===== src/rtl/mem_access_sequencer_pkg.sv =====
// Shared definitions for the memory access sequencer: size encodings, FSM
// states, the captured-request payload and small decode helpers.
package mem_access_sequencer_pkg;

   localparam int unsigned ADDR_W_DEF = 12;
   localparam int unsigned DATA_W     = 32;

   localparam logic [1:0] SZ_BYTE = 2'b00;
   localparam logic [1:0] SZ_HALF = 2'b01;
   localparam logic [1:0] SZ_WORD = 2'b10;
   localparam logic [1:0] SZ_ILL  = 2'b11;

   typedef enum logic [1:0] {
      ST_IDLE = 2'd0,
      ST_XFER = 2'd1,
      ST_DONE = 2'd2
   } state_t;

   // Request attributes latched at grant (address kept separately, it is sized by ADDR_W)
   typedef struct packed {
      logic              we;
      logic              uns;
      logic [1:0]        size;
      logic [DATA_W-1:0] wdata;
   } req_attr_t;

   // Size legal and naturally aligned
   function automatic logic size_legal(input logic [1:0] size, input logic [1:0] addr_lo);
      case (size)
         SZ_BYTE: return 1'b1;
         SZ_HALF: return (addr_lo[0] == 1'b0);
         SZ_WORD: return (addr_lo == 2'b00);
         default: return 1'b0;
      endcase
   endfunction

   // Index of the final byte of a transfer
   function automatic logic [1:0] last_idx(input logic [1:0] size);
      case (size)
         SZ_BYTE: return 2'd0;
         SZ_HALF: return 2'd1;
         default: return 2'd3;
      endcase
   endfunction

   // Sign- or zero-extend an assembled load result
   function automatic logic [DATA_W-1:0] load_ext(input logic [DATA_W-1:0] raw,
                                                  input logic [1:0] size,
                                                  input logic uns);
      case (size)
         SZ_BYTE: return {{24{~uns & raw[7]}},  raw[7:0]};
         SZ_HALF: return {{16{~uns & raw[15]}}, raw[15:0]};
         default: return raw;
      endcase
   endfunction

endpackage


===== src/rtl/mem_access_sequencer_rr_arbiter_2.sv =====
// Two-way round-robin arbiter. On contention the port not granted last wins;
// core (index 0) is favoured out of reset.
//   req[1:0]  requests (0 core, 1 loader)
//   advance   a grant is being taken this cycle
//   gnt[1:0]  one-hot combinational grant
module rr_arbiter_2 (
   input  logic       clk,
   input  logic       rst_n,
   input  logic [1:0] req,
   input  logic       advance,
   output logic [1:0] gnt
);

   logic pref_q; // port favoured on contention

   always_comb begin
      gnt = 2'b00;
      case (req)
         2'b01:   gnt = 2'b01;
         2'b10:   gnt = 2'b10;
         2'b11:   gnt = pref_q ? 2'b10 : 2'b01;
         default: gnt = 2'b00;
      endcase
   end

   // Favour the other port after every grant
   always_ff @(posedge clk or negedge rst_n) begin
      if (!rst_n) begin
         pref_q <= 1'b0;
      end else if (advance && (gnt != 2'b00)) begin
         pref_q <= gnt[0];
      end
   end

endmodule


===== src/rtl/mem_access_sequencer.sv =====
// Arbitrates core and loader load/store requests onto a byte-wide memory
// port, moving one byte per cycle little-endian.
//   c_* / l_*          core / loader request and completion ports
//   mem_addr/we/wdata  registered byte-port drive; mem_rdata combinational read
//   busy, owner        not idle; current grant (0 core, 1 loader)
module mem_access_sequencer
   import mem_access_sequencer_pkg::*;
#(
   parameter int unsigned ADDR_W = ADDR_W_DEF
) (
   input  logic              clk,
   input  logic              rst_n,
   input  logic              c_req,
   input  logic              c_we,
   input  logic              c_unsigned,
   input  logic [1:0]        c_size,
   input  logic [ADDR_W-1:0] c_addr,
   input  logic [31:0]       c_wdata,
   output logic              c_done,
   output logic              c_err,
   output logic [31:0]       c_rdata,
   input  logic              l_req,
   input  logic              l_we,
   input  logic              l_unsigned,
   input  logic [1:0]        l_size,
   input  logic [ADDR_W-1:0] l_addr,
   input  logic [31:0]       l_wdata,
   output logic              l_done,
   output logic              l_err,
   output logic [31:0]       l_rdata,
   output logic [ADDR_W-1:0] mem_addr,
   output logic              mem_we,
   output logic [7:0]        mem_wdata,
   input  logic [7:0]        mem_rdata,
   output logic              busy,
   output logic              owner
);

   state_t            state_q, state_d;
   logic [1:0]        cnt_q, cnt_d;
   logic [ADDR_W-1:0] addr_q, addr_d;
   req_attr_t         attr_q, attr_d;
   logic              owner_d;
   logic [31:0]       res_q, res_d;

   logic [ADDR_W-1:0] mem_addr_d;
   logic              mem_we_d;
   logic [7:0]        mem_wdata_d;
   logic              done_d, err_d;
   logic [31:0]       rdata_d;

   logic [1:0]        gnt;
   logic              advance;
   logic [ADDR_W-1:0] win_addr;
   req_attr_t         win_attr;

   assign advance  = (state_q == ST_IDLE) && (c_req || l_req);
   assign win_addr = gnt[1] ? l_addr : c_addr;
   assign win_attr = gnt[1] ?
      req_attr_t'{we: l_we, uns: l_unsigned, size: l_size, wdata: l_wdata} :
      req_attr_t'{we: c_we, uns: c_unsigned, size: c_size, wdata: c_wdata};

   rr_arbiter_2 u_arb (
      .clk     (clk),
      .rst_n   (rst_n),
      .req     ({l_req, c_req}),
      .advance (advance),
      .gnt     (gnt)
   );

   // Next state and next registered outputs
   always_comb begin
      state_d     = state_q;
      cnt_d       = cnt_q;
      addr_d      = addr_q;
      attr_d      = attr_q;
      owner_d     = owner;
      res_d       = res_q;
      mem_addr_d  = '0;
      mem_we_d    = 1'b0;
      mem_wdata_d = 8'h00;
      done_d      = 1'b0;
      err_d       = 1'b0;
      rdata_d     = 32'h0;

      case (state_q)
         ST_IDLE: begin
            if (gnt != 2'b00) begin
               owner_d = gnt[1];
               addr_d  = win_addr;
               attr_d  = win_attr;
               cnt_d   = 2'd0;
               res_d   = 32'h0;
               if (!size_legal(win_attr.size, win_addr[1:0])) begin
                  state_d = ST_DONE;
                  done_d  = 1'b1;
                  err_d   = 1'b1;
               end else begin
                  state_d     = ST_XFER;
                  mem_addr_d  = win_addr;
                  mem_we_d    = win_attr.we;
                  mem_wdata_d = win_attr.wdata[7:0];
               end
            end
         end

         ST_XFER: begin
            if (!attr_q.we) begin
               res_d[{cnt_q, 3'b000} +: 8] = mem_rdata;
            end
            if (cnt_q == last_idx(attr_q.size)) begin
               state_d = ST_DONE;
               done_d  = 1'b1;
               rdata_d = attr_q.we ? 32'h0 : load_ext(res_d, attr_q.size, attr_q.uns);
            end else begin
               cnt_d       = cnt_q + 2'd1;
               mem_addr_d  = addr_q + ADDR_W'(cnt_d);
               mem_we_d    = attr_q.we;
               mem_wdata_d = attr_q.wdata[{cnt_d, 3'b000} +: 8];
            end
         end

         ST_DONE: state_d = ST_IDLE;

         default: state_d = ST_IDLE;
      endcase
   end

   // State and output registers; done/err/rdata routed to the owner only
   always_ff @(posedge clk or negedge rst_n) begin
      if (!rst_n) begin
         state_q   <= ST_IDLE;
         cnt_q     <= 2'd0;
         addr_q    <= '0;
         attr_q    <= '0;
         res_q     <= 32'h0;
         owner     <= 1'b0;
         busy      <= 1'b0;
         mem_addr  <= '0;
         mem_we    <= 1'b0;
         mem_wdata <= 8'h00;
         c_done    <= 1'b0;
         c_err     <= 1'b0;
         c_rdata   <= 32'h0;
         l_done    <= 1'b0;
         l_err     <= 1'b0;
         l_rdata   <= 32'h0;
      end else begin
         state_q   <= state_d;
         cnt_q     <= cnt_d;
         addr_q    <= addr_d;
         attr_q    <= attr_d;
         res_q     <= res_d;
         owner     <= owner_d;
         busy      <= (state_d != ST_IDLE);
         mem_addr  <= mem_addr_d;
         mem_we    <= mem_we_d;
         mem_wdata <= mem_wdata_d;
         c_done    <= done_d & ~owner_d;
         c_err     <= err_d & ~owner_d;
         c_rdata   <= owner_d ? 32'h0 : rdata_d;
         l_done    <= done_d & owner_d;
         l_err     <= err_d & owner_d;
         l_rdata   <= owner_d ? rdata_d : 32'h0;
      end
   end

endmodule


===== config.mk =====
export PLATFORM = sky130hd
export DESIGN_NAME = mem_access_sequencer
export DESIGN_NICKNAME = d
export VERILOG_FILES = /design/src/rtl/mem_access_sequencer_pkg.sv /design/src/rtl/mem_access_sequencer_rr_arbiter_2.sv /design/src/rtl/mem_access_sequencer.sv
export SDC_FILE = /design/constraint.sdc
export NUM_CORES = 1
export LEC_CHECK = 0
export CAP_MARGIN = 0
export CORE_UTILIZATION = 45
export CTS_CLUSTER_SIZE = 25
export DETAILED_ROUTE_END_ITERATION = 12
export GPL_ROUTABILITY_DRIVEN = 0
export PLACE_DENSITY = 0.75
export SLEW_MARGIN = 20
export SYNTH_ARGS = -nofsm -noshare
export SYNTH_HDL_FRONTEND = slang
export SYNTH_HIERARCHICAL = 1
export SYNTH_SLANG_ARGS = --single-unit

===== constraint.sdc =====
create_clock -name clk -period 5.1 [get_ports clk]
set_input_delay 1.275 -clock clk [delete_from_list [all_inputs] [get_ports clk]]
set_output_delay 1.275 -clock clk [all_outputs]
set_load 0.02 [all_outputs]

Figure 1. Metal 2.
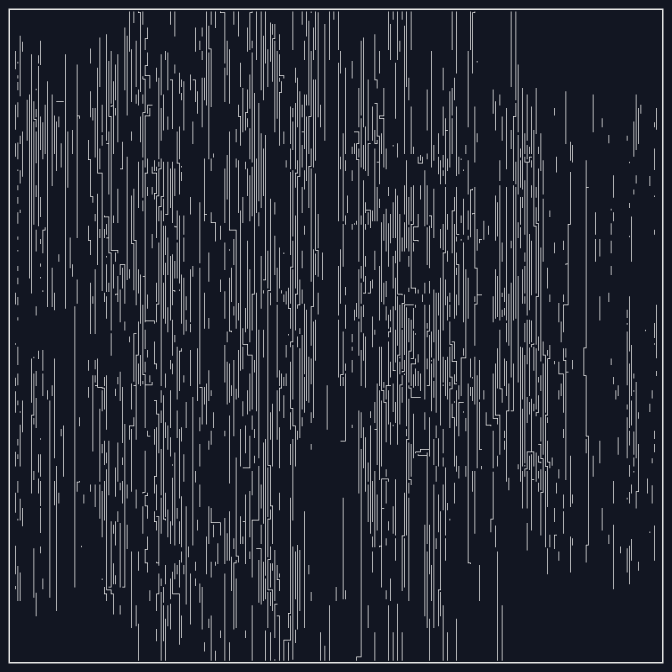
longest straight run: 56.8 um
main direction: vertical
wire length on this layer: 9520 um

Figure 2. Cell area per tile.
The die is cut into 13 by 13 equal tiles; white is low, dark blue is high, 0 to 100% covered.
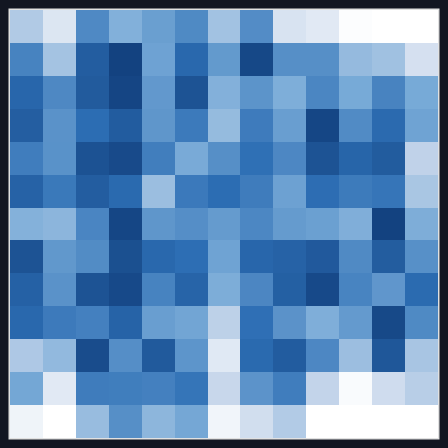
emptiest ninth of the die: lower right
fullest tile: 93%
mean over tiles: 58%
tiles over 75% full: 28%
nearly empty tiles: 4.7%

## flip-flops by register name, indices dropped and copies added (netlist names), 2 cells and up
| register | cells |
|---|---|
| res_q | 32 |
| addr_q | 12 |
| c_rdata | 32 |
| state_q | 2 |
| cnt_q | 2 |
| attr_q | 36 |
| mem_wdata | 8 |
| mem_addr | 12 |
| l_rdata | 32 |
## Yosys cell counts (all sizes together), types with 2 or more instances
master	count
nand3	7
a22oi	9
buf	16
a31oi	2
nand3b	2
nor4	33
nor2b	3
o2bb2ai	17
nor3	5
mux4	8
mux2i	47
nor2	37
o21ai	49
xor2	5
inv	10
a221oi	16
and3	5
a211oi	14
xnor2	5
nand2	63
nand2b	7
clkbuf	32
ha	7
and2	3
a21boi	2
a21oi	11
nor3b	2
a22o	25
dfrtp	176
o22ai	12
## placed cells by master (no fill, tap or decap), types with 7 or more instances in the layout
| master | Yosys | final |
|---|---|---|
| clkbuf_16 | 0 | 17 |
| o2bb2ai_1 | 17 | 17 |
| nor2_1 | 37 | 37 |
| a21oi_1 | 11 | 11 |
| clkdlybuf4s50_1 | 0 | 197 |
| dfrtp_1 | 176 | 176 |
| o21ai_0 | 48 | 48 |
| ha_1 | 7 | 7 |
| o22ai_1 | 11 | 11 |
| a221oi_1 | 16 | 16 |
| a22o_1 | 25 | 25 |
| nand3_1 | 7 | 7 |
| nor4_1 | 32 | 32 |
| nand2_1 | 63 | 63 |
| a211oi_1 | 14 | 14 |
| a22oi_1 | 7 | 7 |
| mux2i_1 | 47 | 47 |
| mux4_2 | 7 | 7 |
| inv_1 | 9 | 9 |
## worst max-delay path, stage by stage
cell             delay [ns]
clkdlybuf4s50_1        0.56
a21boi_0               0.49
or3b_1                 0.44
a22oi_4                0.47
inv_2                  0.30
nand3b_1               0.58
nor2_1                 0.13
## power breakdown
| part | switching [W] | internal [W] |
|---|---|---|
| Combinational | 0.00115 | 0.000745 |
| Clock | 0.000527 | 0.000831 |
| Sequential | 0.000227 | 0.00171 |
| Total | 0.00191 | 0.00328 |
## how the worst min path moves through the flow
stage | from | to | slack [ns]
5_1_grt | attr_q[20] | attr_q[20] | 0.51
4_1_cts | attr_q[30] | attr_q[30] | 0.48
2_1_floorplan | attr_q[7] | attr_q[7] | 0.44
3_5_place_dp | attr_q[30] | attr_q[30] | 0.47
3_3_place_gp | attr_q[7] | attr_q[7] | 0.46
6_report | attr_q[30] | attr_q[30] | 0.48
## cells by family after synthesis
| family | count (synthesis) | share of synthesized area (%) |
|---|---|---|
| xor gates and xnor gates | 10 | 1.153 |
| and+or+nand+nor | 176 | 11.58 |
| buffers and inverters | 59 | 3.441 |
| muxes | 56 | 8.760 |
| adders and majority gates | 8 | 1.416 |
| DFF | 176 | 57.96 |
| AOI/OAI and AO/OA | 166 | 15.69 |
## through the flow
stage	hold slack, ns	setup slack [ns]	total power, W
finish	0.4791	1.116	0.005190
CTS	0.4816	1.108	0.005220
floorplan	0.4416	2.144	0.003228
global placement	0.4557	0.8401	0.003760
global route	0.5069	0.9483	0.005491
detailed placement	0.4674	0.6683	0.003842
==> flow_metrics.tcl <==
# yosys + openroad results
set metrics [dict create \
    async_reset_ff_share_pct 100.0 \
    final.setup.tns_ns 0 \
    port_buffers 198 \
    yosysSeqAreaShare_pct 57.96 \
    startpoint_type "input port" \
    yosysTopAreaCell "dfrtp_1" \
    period_minus_slack_ns 3.984 \
    synth_top_area_share_pct 57.96 \
    hp-class "flip-flop to flip-flop" \
    core_util_floorplan_pct 45.98 \
    final_cell_count_no_fill 1059 \
    final_nets 942 \
    grt_max_degree 93 \
    clock_latency_ns 0.43 \
    ff_latch_area_mm2 0.004404 \
    worst_slew_pin_slew_ns 1.096 \
    inverters 11 \
    cts_tree "built" \
    fp.dieW_um 131.9 \
    grt_pass1_vias 5996 \
    final-setup-viol-count 0 \
    syn_area_per_cell_um2 11.67 \
    vias 5845 \
    grt_util_met3_pct 5.075 \
    status "finished, final reports clean" \
    die_h_um 131.9 \
    antenna_cells 0 \
    cts_buffers 17 \
    fin_skew_ns 0.007894 \
    num_rows 47 \
    overflow 0 \
    cap_violations 0 \
    drc 0 \
    cts_resized 0 \
    wl_per_cell_um 17.81 \
    drv_slew 0 \
    total_leakage_power_nw 4.412 \
    gr-usage-all-layers_pct 22.60 \
    p_per_area_mw_per_mm2 501.9 \
    log.warning_count 30 \
    grt_pass1_wl_um 30540 \
    syn_to_final_growth_pct 36.08 \
    dominantRegCellSynth "dfrtp_1" \
    finalClockPeriodUsage_pct 78.11 \
    max_freq_mhz 251.0 \
    utilization_pct 62.57 \
    ff2ff_path_depth 6 \
    crit_type "input port to flip-flop" \
    max_slew_margin_pct 26.79 \
    num_tap_cells 220 \
    rsz0062_at_grt "no" \
    wirelength_um 18860 \
    clkbuf_count 18 \
    timing.rr.start "cnt_q[1]" \
    via_per_inst 5.519 \
    cts_setup_buffers 0 \
    yosysChipArea_mm2 0.007599 \
    cts_hold_buffers 0 \
    worst_setup_path_end_kind "flip-flop" \
    hold_viol 0 \
    multiInputCombCellCount 416 \
    rrSetupSlack_ns 1.95 \
    final_area_mm2 0.01034 \
]
Power figures rest on the tool's default switching activity, not on a simulated workload.
